===== config.mk =====
export PLATFORM = sky130hd
export DESIGN_NAME = controle_execucao_flat
export DESIGN_NICKNAME = d
export VERILOG_FILES = /design/src/rtl/controle_execucao_pkg.sv /design/src/rtl/controle_execucao_if.sv /design/src/rtl/controle_execucao_banco_registradores.sv /design/src/rtl/controle_execucao.sv /design/src/flat_wrapper.sv
export SDC_FILE = /design/constraint.sdc
export NUM_CORES = 1
export LEC_CHECK = 0
export ABC_AREA = 1
export CORE_MARGIN = 4
export CORE_UTILIZATION = 27
export DETAILED_ROUTE_END_ITERATION = 10
export GPL_TIMING_DRIVEN = 0
export PLACE_DENSITY_LB_ADDON = 0.12
export SLEW_MARGIN = 15
export SYNTH_ARGS = -nofsm -noshare
export SYNTH_HDL_FRONTEND = slang
export SYNTH_SLANG_ARGS = --single-unit

===== constraint.sdc =====
create_clock -name clk -period 2.8 [get_ports clk]
set_input_delay 0.56 -clock clk [delete_from_list [all_inputs] [get_ports clk]]
set_output_delay 0.56 -clock clk [all_outputs]
set_load 0.03 [all_outputs]

===== src/rtl/controle_execucao_pkg.sv =====
// Shared types for the issue/execute controller.
// Opcode values double as the ALU param encoding.
package ctrl_pkg;

  localparam int DATA_W = 16;
  localparam int NREG   = 16;
  localparam int AW     = 4;

  localparam int OP_MSB  = 15;
  localparam int OP_LSB  = 13;
  localparam int RD_MSB  = 12;
  localparam int RD_LSB  = 9;
  localparam int RS1_MSB = 8;
  localparam int RS1_LSB = 5;
  localparam int RS2_MSB = 4;
  localparam int RS2_LSB = 1;
  localparam int I5_MSB  = 4;
  localparam int I9_MSB  = 8;

  typedef enum logic [2:0] {
    OP_LOAD = 3'b000,
    OP_ADD  = 3'b001,
    OP_ADDI = 3'b010,
    OP_SUB  = 3'b011,
    OP_SUBI = 3'b100,
    OP_MUL  = 3'b101,
    OP_CLR  = 3'b110,
    OP_DISP = 3'b111
  } op_t;

  typedef enum logic [1:0] {
    IDLE,
    DECODE,
    EXEC,
    WRITE
  } state_t;

  function automatic logic is_alu(input op_t op);
    return op inside {OP_ADD, OP_ADDI, OP_SUB,
                      OP_SUBI, OP_MUL};
  endfunction

  function automatic logic is_rtype(input op_t op);
    return op inside {OP_ADD, OP_SUB, OP_MUL};
  endfunction

  function automatic logic [DATA_W-1:0] sext5(
    input logic [I5_MSB:0] v
  );
    return {{(DATA_W-I5_MSB-1){v[I5_MSB]}}, v};
  endfunction

  function automatic logic [DATA_W-1:0] sext9(
    input logic [I9_MSB:0] v
  );
    return {{(DATA_W-I9_MSB-1){v[I9_MSB]}}, v};
  endfunction

endpackage


===== src/rtl/controle_execucao_if.sv =====
// Instruction handshake between the upstream
// fetch logic and the issue/execute controller.
interface controle_execucao_if;

  logic                        instr_valid;
  logic [ctrl_pkg::DATA_W-1:0] instr;
  logic                        instr_ready;

  modport master (
    output instr_valid,
    output instr,
    input  instr_ready
  );

  modport slave (
    input  instr_valid,
    input  instr,
    output instr_ready
  );

endinterface


===== src/rtl/controle_execucao_banco_registradores.sv =====
// 16x16 register file: two async reads,
// one sync write, single-cycle clear-all.
module banco_registradores
  import ctrl_pkg::*;
(
  input  logic              clk,
  input  logic              rst_n,
  input  logic              clr,
  input  logic              we,
  input  logic [AW-1:0]     wa,
  input  logic [DATA_W-1:0] wd,
  input  logic [AW-1:0]     ra1,
  input  logic [AW-1:0]     ra2,
  output logic [DATA_W-1:0] rd1,
  output logic [DATA_W-1:0] rd2
);

  logic [DATA_W-1:0] mem [NREG];

  always_ff @(posedge clk or negedge rst_n) begin
    if (!rst_n) begin
      for (int i = 0; i < NREG; i++)
        mem[i] <= '0;
    end else if (clr) begin
      for (int i = 0; i < NREG; i++)
        mem[i] <= '0;
    end else if (we) begin
      mem[wa] <= wd;
    end
  end

  assign rd1 = mem[ra1];
  assign rd2 = mem[ra2];

endmodule


===== src/rtl/controle_execucao.sv =====
// Four-state issue/execute controller in front
// of the external 16-bit signed ALU.
module controle_execucao
  import ctrl_pkg::*;
(
  input  logic              clk,
  input  logic              rst_n,
  controle_execucao_if.slave bus,
  output logic [DATA_W-1:0] ula_a,
  output logic [DATA_W-1:0] ula_b,
  output logic [2:0]        ula_param,
  input  logic [DATA_W:0]   ula_s,
  output logic [DATA_W-1:0] result,
  output logic [AW-1:0]     result_rd,
  output logic              ovf,
  output logic              done
);

  state_t            state, state_nx;
  logic [DATA_W-1:0] instr_q;
  logic              ready_q;
  logic              accept;
  op_t               op;
  logic [AW-1:0]     rd, rs1, rs2;
  logic [DATA_W-1:0] rd1, rd2, opnd_b;
  logic              we, clr;

  assign op  = op_t'(instr_q[OP_MSB:OP_LSB]);
  assign rd  = instr_q[RD_MSB:RD_LSB];
  assign rs1 = instr_q[RS1_MSB:RS1_LSB];
  assign rs2 = instr_q[RS2_MSB:RS2_LSB];

  assign bus.instr_ready = ready_q;
  assign accept = bus.instr_valid & ready_q
                & (state == IDLE);

  assign we  = (state == WRITE)
             & (op != OP_CLR) & (op != OP_DISP);
  assign clr = (state == WRITE) & (op == OP_CLR);

  banco_registradores u_banco (
    .clk   (clk),
    .rst_n (rst_n),
    .clr   (clr),
    .we    (we),
    .wa    (rd),
    .wd    (result),
    .ra1   (rs1),
    .ra2   (rs2),
    .rd1   (rd1),
    .rd2   (rd2)
  );

  always_ff @(posedge clk or negedge rst_n) begin
    if (!rst_n) state <= IDLE;
    else        state <= state_nx;
  end

  always_comb begin
    state_nx = state;
    unique case (state)
      IDLE:   if (accept) state_nx = DECODE;
      DECODE: state_nx = EXEC;
      EXEC:   state_nx = WRITE;
      WRITE:  state_nx = IDLE;
      default: state_nx = IDLE;
    endcase
  end

  // LOAD rides on operand B so EXEC can
  // publish it without touching the ALU.
  always_comb begin
    opnd_b = sext5(instr_q[I5_MSB:0]);
    unique case (1'b1)
      is_rtype(op):    opnd_b = rd2;
      op == OP_LOAD:   opnd_b = sext9(instr_q[I9_MSB:0]);
      default: ;
    endcase
  end

  always_ff @(posedge clk or negedge rst_n) begin
    if (!rst_n) begin
      instr_q   <= '0;
      ready_q   <= 1'b0;
      ula_a     <= '0;
      ula_b     <= '0;
      ula_param <= '0;
      result    <= '0;
      result_rd <= '0;
      ovf       <= 1'b0;
      done      <= 1'b0;
    end else begin
      done    <= 1'b0;
      ready_q <= (state_nx == IDLE);
      unique case (state)
        IDLE: if (accept) instr_q <= bus.instr;
        DECODE: begin
          ula_a     <= rd1;
          ula_b     <= opnd_b;
          ula_param <= is_alu(op) ? op : OP_LOAD;
        end
        EXEC: begin
          ula_param <= '0;
          done      <= 1'b1;
          unique case (1'b1)
            op == OP_LOAD: begin
              result    <= ula_b;
              result_rd <= rd;
              ovf       <= 1'b0;
            end
            op == OP_CLR: begin
              result    <= '0;
              result_rd <= '0;
              ovf       <= 1'b0;
            end
            op == OP_DISP: begin
              result    <= ula_a;
              result_rd <= rs1;
              ovf       <= 1'b0;
            end
            default: begin
              result    <= ula_s[DATA_W-1:0];
              result_rd <= rd;
              ovf       <= ula_s[DATA_W]
                         ^ ula_s[DATA_W-1];
            end
          endcase
        end
        default: ;
      endcase
    end
  end

endmodule


===== src/flat_wrapper.sv =====
// flat-port wrapper written by rule: the top's interface ports become plain ports
module controle_execucao_flat import ctrl_pkg::*;
  (clk, rst_n, ula_a, ula_b, ula_param, ula_s, result, result_rd, ovf, done, bus_instr_valid, bus_instr, bus_instr_ready);
  controle_execucao_if bus_i ();
  input  logic clk;
  input  logic rst_n;
  output logic [DATA_W-1:0] ula_a;
  output logic [DATA_W-1:0] ula_b;
  output logic [2:0] ula_param;
  input  logic [DATA_W:0] ula_s;
  output logic [DATA_W-1:0] result;
  output logic [AW-1:0] result_rd;
  output logic ovf;
  output logic done;
  input wire logic [$bits(bus_i.instr_valid)-1:0] bus_instr_valid;
  input wire logic [$bits(bus_i.instr)-1:0] bus_instr;
  output wire logic [$bits(bus_i.instr_ready)-1:0] bus_instr_ready;
  assign bus_i.instr_valid = bus_instr_valid;
  assign bus_i.instr = bus_instr;
  assign bus_instr_ready = bus_i.instr_ready;
  controle_execucao u_core (.clk(clk), .rst_n(rst_n), .bus(bus_i), .ula_a(ula_a), .ula_b(ula_b), .ula_param(ula_param), .ula_s(ula_s), .result(result), .result_rd(result_rd), .ovf(ovf), .done(done));
endmodule

### Met3 routing, run 1

The bar under the picture is 100 um long.
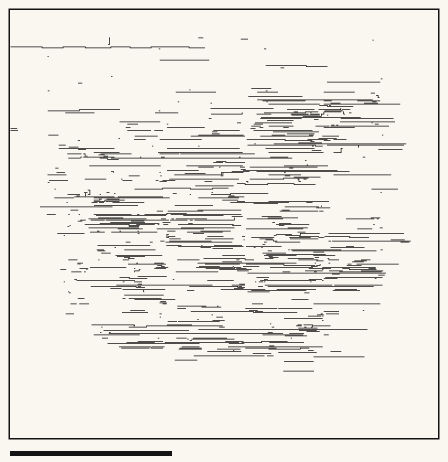
main direction: horizontal
share of all routed wire: 8.7%
longest straight run: 112 um
wire length on this layer: 8430 um
nets with wire on the layer: 285

### Wiring by layer, run 1

The bar under the picture is 100 um long.
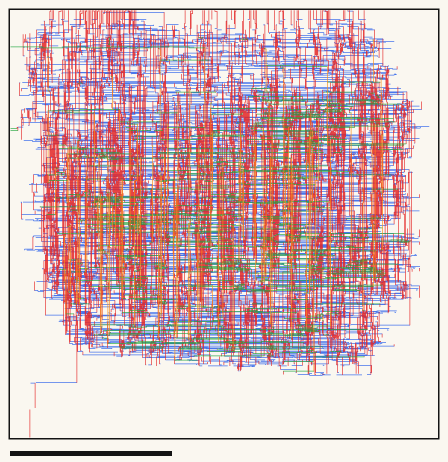
[M3] green | wire length: 8430 um
[M4] orange | wire length: 5960 um
[M2] red | wire length: 41.1 mm
[M1] blue | wire length: 41.5 mm

### The metal 4 layer, run 1

Supply wires on this layer in gray.
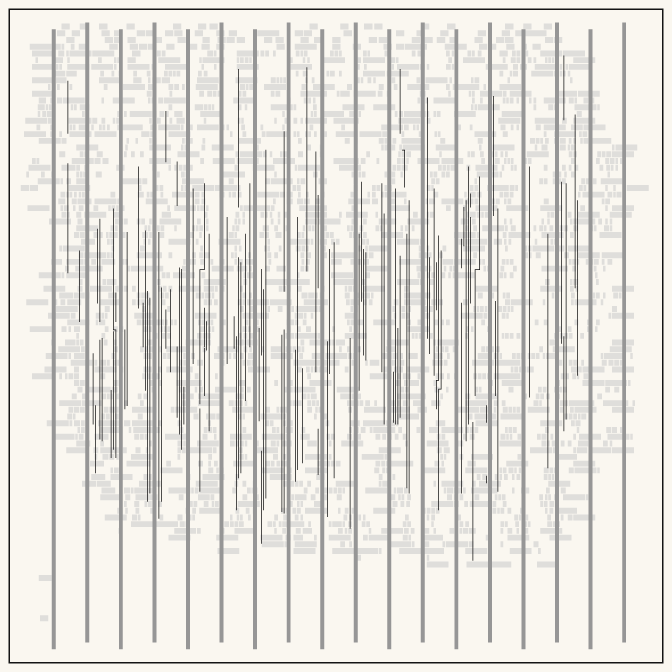
main direction: vertical
wire length on this layer: 5960 um
longest straight run: 141 um
nets with wire on the layer: 80

### Cell placement, run 1

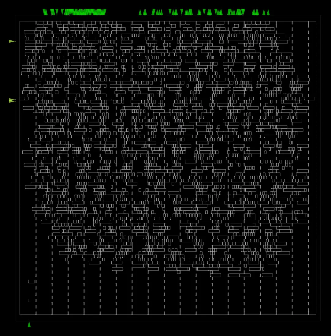
flop count: 332
fill cell count: 6876

==> results_slide.txt, run 1 <==
Synthesis and Place & Route Summary

Setup path
  • Worst Setup SP: u_core.instr_q[5]$_DFFE_PN0P_
  • Worst setup EP type: flop
  • Critical R2R Launch: u_core.instr_q[5]$_DFFE_PN0P_
  • Worst-path cell chain: buf_2 > buf_6 > clkbuf_1 > o21ai_0 > nand3_1 > nand2_1 > nand2_1 > nand2_1 > nand2_1 > o21ai_1
  • Worst EP required: 3.24 ns
  • Most common cell on crit path: nand2_1
  • Reg2Reg Depth: 10

STA
  • # setup viols final: 2
  • Setup WS post-layout: -0.03885 ns
  • Tcrit/Tclk final: 1.014
  • Fin. Hold Viols: 0
  • Setup TNS: -0.04541 ns
  • Final Max Slew Viols: 0

Run
  • Maxcap violations: 0

Synthesis
  • Mux share: 0
  • Compound Share, Synth: 0.2462
  • Top-area cell type share of the netlist area: 0.4705
  • Mapped Nets: about 2200
  • Number of unique standard cell types used by synthesis: 31
  • Main area contributors: dfrtp_1 47%, o22ai_1 9.0%, nand2_1 7.1%
  • Sequential area share after synthesis: 0.4705
  • Syn_area_per_cell: around 8 um2

Power
  • Net switching power: 14.53 mW
  • Comb pwr share: 0.544
  • Worst VDD drop: just under 500 uV

Clock network
  • Post-CTS setup buffers: 0
  • H-tree depth: 2
  • Worst-path clk slew: 0.06 ns

Outcome
  • Status: complete, but fails checks
  • Violated checks: negative setup slack

Route
  • Detailed-route wire length: between 90 and 100 mm
  • Antenna Nets Post-Route: 0

Global route
  • GR peak layer: met2
  • Global-route wire length before repair: 135.8 mm
  • Routing usage on met3: 0.04526
  • Largest net degree at the start of global routing: 93

Layout
  • # diodes: 1
  • Clock buf/inv share: 0.06879
  • Max reg flops: 256
  • Sequential share of cell area: 0.3904
  • Area occupied by multi-input gates: about 7200 um2
  • Most frequent logic cell in the layout: nand2_1
  • Final Util: 0.3295

Floorplanning
  • Die height: 263.7 um
  • Core area: ~65000 um2
  • IO Pins: between 90 and 100
==> run 1: synthesized netlist by cell type <==
library cell  count
nand2_1         336
dfrtp_1         332
inv_1           314
o22ai_1         254
nand3_1         235
a21oi_1         196
o21ai_0         177
clkbuf_1         83
buf_2            50
nor2_1           38
o211ai_1         34
nand2_2          27
buf_6            22
o22ai_2          19
o21ai_1          18
a21oi_4          15
buf_1             8
buf_4             7
inv_2             5
a22oi_1           4
ha_1              4
nor2_2            4
clkinv_1          3
nor2_4            2
o32ai_1           2
a21oi_2           1
buf_12            1
inv_4             1
nand2_8           1
o31ai_1           1
xnor2_1           1
==> run 1: stage by stage <==
stage,instances,cell area (um2)
floorplan,2195,17660
global placement,3143,19660
detailed placement,3147,19770
CTS,3225,21260
global route,3225,21280
finish,3226,21280
==> run 2, diff against run 1 <==
Settings changed: CTS_CLUSTER_SIZE from default to 10.
### Cell placement, run 2

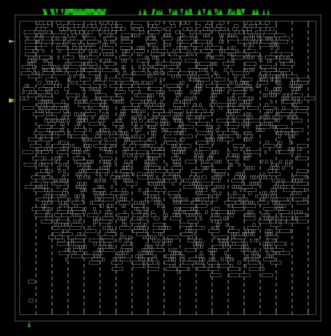
site row count: 93
fill cell count: 6884
Tapcells: 855
Final Non-Filler Cells: 3216
sequential share of cell area: 0.3936

==> run 2 against run 1 <==
Net effect:
- die area stayed put
- the flow now finishes without violations
- largest cell class unchanged
- flip-flop count did not move
- global-route usage barely moved
- largest power group unchanged
- worst hold slack about the same
- via count fell by 0.13%
==> results_slide.txt, run 2 <==
Synthesis and Place & Route Summary

Layout
  • Most frequent logic cell in the layout: nand2_1
  • Final Util: 0.3268
  • Clock buf/inv share: 0.06130
  • Max reg flops: between 200 and 300
  • Flop count: 332
  • Area occupied by multi-input gates: 7222 um2

Floorplanning
  • Die height: about 260 um
  • Core area: about 65000 um2

Placement
  • Placed cell areas: 19770 um2

Outcome
  • Status: finished, final reports clean

Global route
  • Routing usage on met3: 0.04452

Setup path
  • Worst Setup SP: u_core.instr_q[3]$_DFFE_PN0P_
  • Worst EP required: 3.27 ns
  • Reg2Reg Depth: 7

Power
  • Net switching power: 14.43 mW
  • Worst VDD drop: 489.5 uV

STA
  • Setup TNS: 0 ns
  • Tcrit/Tclk final: 0.9938
  • Fin. Hold Viols: 0

Run
  • Maxcap violations: 0

Route
  • Antenna Nets Post-Route: 0
## run 2: cell counts after synthesis
No cell type changed its count.
## run 2: power groups by stage
stage | Clock (mW) | Combinational (mW) | Sequential, mW
after global routing | 5.64 | 15.9 | 7.02
after global placement | 0 | 14.7 | 6.96
final | 5.38 | 15.3 | 6.88
after detailed placement | 0 | 14.7 | 6.93
after floorplan | 0 | 7.49 | 7.35
after CTS | 5.44 | 14.8 | 6.87
## run 2: worst max-delay path, stage by stage (launching register included)
cell	delay (ns)
dfrtp_1	0.40
clkbuf_1	0.81
clkdlybuf4s15_2	0.72
nand3_1	0.30
nand3_1	0.21
nand3_1	0.11
nand2_1	0.08
inv_1	0.04
==> run 3, diff against run 2 <==
Settings changed: CTS_BUF_LIST from default to sky130_fd_sc_hd__clkbuf_8.
### Cell placement, run 3

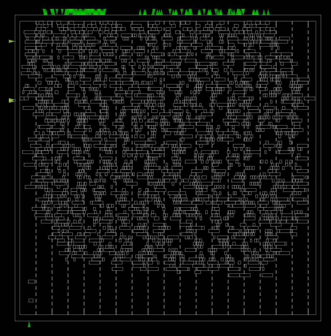
fill cell count: 6935
sequential share of cell area: 0.3954
core area: 64580 um2

==> run 3 against run 2 <==
Net effect:
- the run now ends with negative setup slack left
- clock power is about 10% lower
- critical path depth is 1 higher
- critical endpoint is now u_core.ula_a[12]$_DFFE_PN0N_
- highest routed layer unchanged
- largest cell class unchanged
- first-iteration DRC count is 5.6% lower
- utilization is 0.14 points lower
- largest power group unchanged
- sequential share of layout area is 0.17 points higher
- cell count is 1.3% higher
- routed wire length is 0.39% higher
- via count is 1.1% higher
==> results_slide.txt, run 3 <==
Synthesis and Place & Route Summary

STA
  • Final Max Slew Viols: 0
  • # setup viols final: 3
  • Fin. Hold Viols: 0
  • Tcrit/Tclk final: 1.010
  • Setup WS post-layout: -0.02692 ns

Synthesis
  • Dominant register cell: dfrtp_1
  • Syn_area_per_cell: 8.044 um2
  • Sequential area share after synthesis: 0.4705
  • Main area contributors: dfrtp_1 47%, o22ai_1 9.0%, nand2_1 7.1%
  • Mapped Nets: 2235
  • Top-area cell type share of the netlist area: 0.4705
  • Top post-synthesis cells by count: 336 x nand2_1, 332 x dfrtp_1, 314 x inv_1, 254 x o22ai_1, 235 x nand3_1
  • Compound Share, Synth: 0.2462
  • Number of unique standard cell types used by synthesis: 31

Setup path
  • Worst Setup SP: u_core.instr_q[7]$_DFFE_PN0P_
  • WP buf/inv: 2
  • Reg2Reg Depth: 8
  • Worst-path cell chain: clkbuf_1 > clkdlybuf4s15_1 > nand3_1 > nand2_1 > nand2_1 > nand2_1 > nand2_1 > o21ai_1
  • Max incr delay on CP: 0.96 ns
  • Critical R2R Launch: u_core.instr_q[7]$_DFFE_PN0P_
  • Worst EP required: 3.37 ns
  • CP Depth: 8

Layout
  • Most frequent logic cell in the layout: inv_1
  • Final Util: 0.3254
  • Design Area, Final: around 21000 um2
  • Final Non-Filler Cells: 3259

Global route
  • Largest net degree at the start of global routing: approximately 93
  • GR peak layer: met2
  • Global-route wire length before repair: 136.5 mm
  • Routing usage on met3: 0.05197

Outcome
  • Violated checks: negative setup slack
  • Status: complete, but fails checks

Clock network
  • Worst-path clk slew: 0.06 ns
  • H-tree depth: 3

Placement
  • Placed cell areas: 19770 um2

Power
  • Pwr top: combinational cells
  • Worst VDD drop: 478.8 uV
  • Combinational power: 15.3 mW
  • Net switching power: ~14 mW
  • Clock net power: 4.83 mW

Floorplanning
  • IO Pins: 94
[run 3: kinds of logic (layout without fill, tap and decap cells)]
| group | count (synthesis) | in the layout |
|---|---|---|
| AND-OR/OR-AND | 721 | 721 |
| AND/OR/NAND/NOR | 643 | 643 |
| buffers and inverters | 494 | 702 |
| flip-flops | 332 | 332 |
| adder cells (fa/ha/maj) | 4 | 4 |
| XOR/XNOR | 1 | 1 |
| other | 0 | 1 |
[run 3: cell type report]
cell class | count | area (um2)
diodes | 1 | 2.502
plain buffers | 171 | 939.7
clock buffers | 78 | 1074
clock inverters | 32 | 127.6
fillers | 6935 | 43570
inverters | 323 | 1215
multi-input cells | 1369 | 7222
flip-flops and latches | 332 | 8308
well taps | 855 | 1070
repair buffers | 98 | 1056
Power figures rest on the tool's default switching activity, not on a simulated workload.
